<file path="src/rtl/spi_reg_writer.sv">
// SPI initiator (mode 0, write-only) that sends one 24-bit frame {4'h0, addr, data}
// per accepted register-write request. All SPI and handshake outputs are registered.
//
// Handshake: a request is taken on any rising clk_in edge where data_valid_in=1 and
// ready_out=1. addr_in/data_in are sampled on that edge only. Requests seen while
// ready_out=0 are dropped; nothing is queued.
module spi_reg_writer #(
  parameter int CLK_DIV = 4  // clk_in cycles per SCLK half-period, legal 2..255
) (
  input  logic        clk_in,
  input  logic        reset_in,
  input  logic [3:0]  addr_in,
  input  logic [15:0] data_in,
  input  logic        data_valid_in,
  output logic        ready_out,
  output logic        done_out,
  output logic        spi_cs_out,
  output logic        spi_mosi_out,
  output logic        spi_sclk_out
);

  typedef enum logic [2:0] {
    IDLE,
    SCK_LOW,
    SCK_HIGH,
    HOLD,
    GAP
  } state_t;

  localparam logic [7:0] DIV_LAST = 8'(CLK_DIV - 1);

  state_t      state;
  state_t      state_nx;
  logic [7:0]  div_cnt;
  logic [7:0]  div_nx;
  logic [4:0]  bit_cnt;
  logic [4:0]  bit_nx;
  logic [23:0] shift;
  logic [23:0] shift_nx;

  logic cs_nx;
  logic sclk_nx;
  logic mosi_nx;
  logic done_nx;
  logic ready_nx;

  logic div_end;
  logic accept;

  assign div_end = (div_cnt == DIV_LAST);
  assign accept  = data_valid_in && ready_out;

  always_ff @(posedge clk_in) begin
    if (reset_in) begin
      state        <= IDLE;
      div_cnt      <= 8'd0;
      bit_cnt      <= 5'd0;
      shift        <= 24'd0;
      spi_cs_out   <= 1'b1;
      spi_sclk_out <= 1'b0;
      spi_mosi_out <= 1'b0;
      done_out     <= 1'b0;
      ready_out    <= 1'b1;
    end else begin
      state        <= state_nx;
      div_cnt      <= div_nx;
      bit_cnt      <= bit_nx;
      shift        <= shift_nx;
      spi_cs_out   <= cs_nx;
      spi_sclk_out <= sclk_nx;
      spi_mosi_out <= mosi_nx;
      done_out     <= done_nx;
      ready_out    <= ready_nx;
    end
  end

  always_comb begin
    state_nx = state;
    div_nx   = div_cnt + 8'd1;
    bit_nx   = bit_cnt;
    shift_nx = shift;

    case (state)
      IDLE: begin
        div_nx = 8'd0;
        if (accept) begin
          shift_nx = {4'b0000, addr_in, data_in};
          bit_nx   = 5'd23;
          state_nx = SCK_LOW;
        end
      end
      SCK_LOW: begin
        if (div_end) begin
          div_nx   = 8'd0;
          state_nx = SCK_HIGH;
        end
      end
      SCK_HIGH: begin
        if (div_end) begin
          div_nx = 8'd0;
          if (bit_cnt == 5'd0) begin
            state_nx = HOLD;
          end else begin
            // Shifting on the falling-edge cycle keeps MOSI stable for the whole high phase.
            shift_nx = {shift[22:0], 1'b0};
            bit_nx   = bit_cnt - 5'd1;
            state_nx = SCK_LOW;
          end
        end
      end
      HOLD: begin
        if (div_end) begin
          div_nx   = 8'd0;
          state_nx = GAP;
        end
      end
      GAP: begin
        if (div_end) begin
          div_nx   = 8'd0;
          state_nx = IDLE;
        end
      end
      default: begin
        div_nx   = 8'd0;
        state_nx = IDLE;
      end
    endcase

    // Outputs are decoded from the next state so each one lands in a flop.
    cs_nx    = !(state_nx inside {SCK_LOW, SCK_HIGH, HOLD});
    sclk_nx  = (state_nx == SCK_HIGH);
    mosi_nx  = (state_nx == SCK_LOW || state_nx == SCK_HIGH) ? shift_nx[23] : 1'b0;
    done_nx  = (state == HOLD) && (state_nx == GAP);
    ready_nx = (state_nx == IDLE);
  end

  sclk_only_in_frame: assert property (@(posedge clk_in) disable iff (reset_in)
    spi_sclk_out |-> !spi_cs_out);
  done_with_cs_high: assert property (@(posedge clk_in) disable iff (reset_in)
    done_out |-> spi_cs_out);
  ready_only_when_cs_high: assert property (@(posedge clk_in) disable iff (reset_in)
    ready_out |-> spi_cs_out);

endmodule

</file>
<file path="config.mk">
export PLATFORM = sky130hd
export DESIGN_NAME = spi_reg_writer
export DESIGN_NICKNAME = d
export VERILOG_FILES = /design/src/rtl/spi_reg_writer.sv
export SDC_FILE = /design/constraint.sdc
export NUM_CORES = 1
export LEC_CHECK = 0
export CAP_MARGIN = 30
export CORE_MARGIN = 4
export CORE_UTILIZATION = 50
export CTS_BUF_LIST = sky130_fd_sc_hd__clkbuf_8
export DETAILED_ROUTE_END_ITERATION = 8
export PLACE_DENSITY = 0.77
export SYNTH_ARGS = -nofsm -noshare
export SYNTH_HDL_FRONTEND = slang
export SYNTH_SLANG_ARGS = --single-unit
export TNS_END_PERCENT = 100
</file>
<file path="constraint.sdc">
create_clock -name clk_in -period 1.67 [get_ports clk_in]
set_clock_uncertainty 0.1 [all_clocks]
set_input_delay 0.334 -clock clk_in [delete_from_list [all_inputs] [get_ports clk_in]]
set_output_delay 0.334 -clock clk_in [all_outputs]
set_load 0.02 [all_outputs]
</file>
**Cell classes on the final placement**

The bar under the picture is 20 µm long.
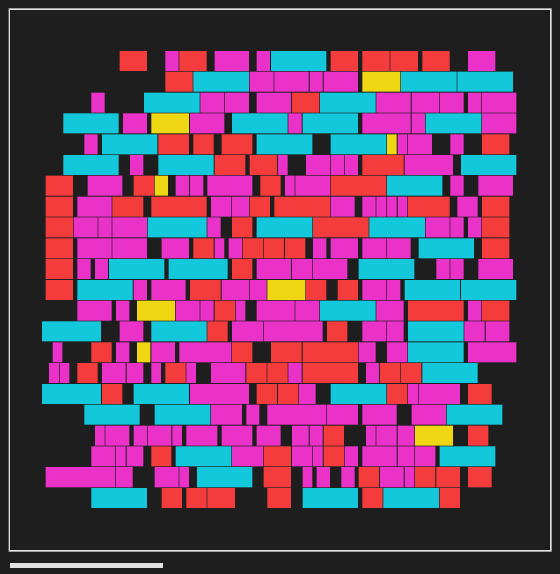
colour	class	cells
yellow	clock drivers and dummy loads	8
cyan	flip-flops	45
magenta	all other logic	154
red	other buffers and delay cells	79
FP Rows: 22
core box area: 0.00372 mm²
Seq/total area: 29.2%

**Clock nets**

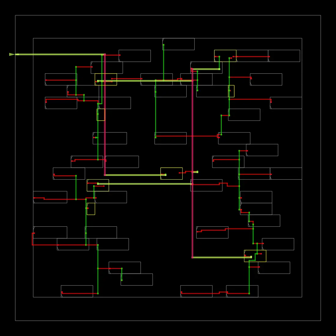
Late-Pin Clk Latency: 0.31 ns
flop count: 45
Clock buffer cells: 5

==> qor.csv <==
metric;value;unit
outcome;finished with violations;
failing checks;negative setup slack;
DP HPWL;3270;µm
Arrival @ worst endpoint;2.02;ns
Hold Crit Depth;2;
Setup WS post-layout;-0.220;ns
Pwr Total;2.27;mW
Final setup viols;32;
Slew HR;81.1;%
GP Congestion;0.916;
Int Power;1.65;mW
first-pass GRT wire length;8430;µm
drt wl/cell;16.5;µm
CTS clock-pin slew for the worst setup and hold paths;0.08;ns
M1 wire length;2410;µm
Crit. End Element;flop;
yosys simple share;24.5;%
final cell count without fillers;334;
Init Core Util;52.7;%
FF+latch area;906;µm²
YS warnings;0;
final-report hold violation count;0;
met1 usage;26.7;%
WL final;5520;µm
met2 Use GR;34.2;%
Post-Route Utilization;83.5;%
Routed Antenna Nets;0;
startpoint types;flop;
Largest type area fraction;46.0;%
busiest grt layer;met2;
hold crit path type;reg -> reg;
Tap Cells;48;
sequential fraction of design power;51.4;%
yosys xor share;3.13;%
Power Density;731;mW/mm²
Area growth syn-to-layout;58.4;%
fmax;529;MHz
Vias;1953;
DRC Markers;0;
Layout Nets;311;
Yosys cell types;41;
max-cap viol count;0;
postcts setup bufs;1;
Largest regs;shift (24), div_cnt (8), bit_cnt (5);
root buf cell;clkbuf_8;
share of layout cells above drive strength 1;44.4;%
unrepaired setup endpoints after global routing;true;
buffers added on ports;27;
combinational share of cell area;40.7;%
RR Endpoint;spi_mosi_out;
fa+ha+maj area frac;1.92;%
drt first pass iters;4;
met3 Use GR;6.25;%
io pins;28;
syn_nets;242;
Worst setup endpoint;spi_mosi_out;
Biggest register;shift;
Logic pwr share;19.7;%
synth cell count leaders;dfxtp_1, nand3_1, a21oi_1;
routed wire length on met2;2740;µm
Critical-path top delay cell;or4b_4;
most used logic cell in the final layout;dfxtp_1;
Seq group;1.16;mW
total CTS buffers;5;
Via density;5.85;
Power and IR drop assume default switching activity.
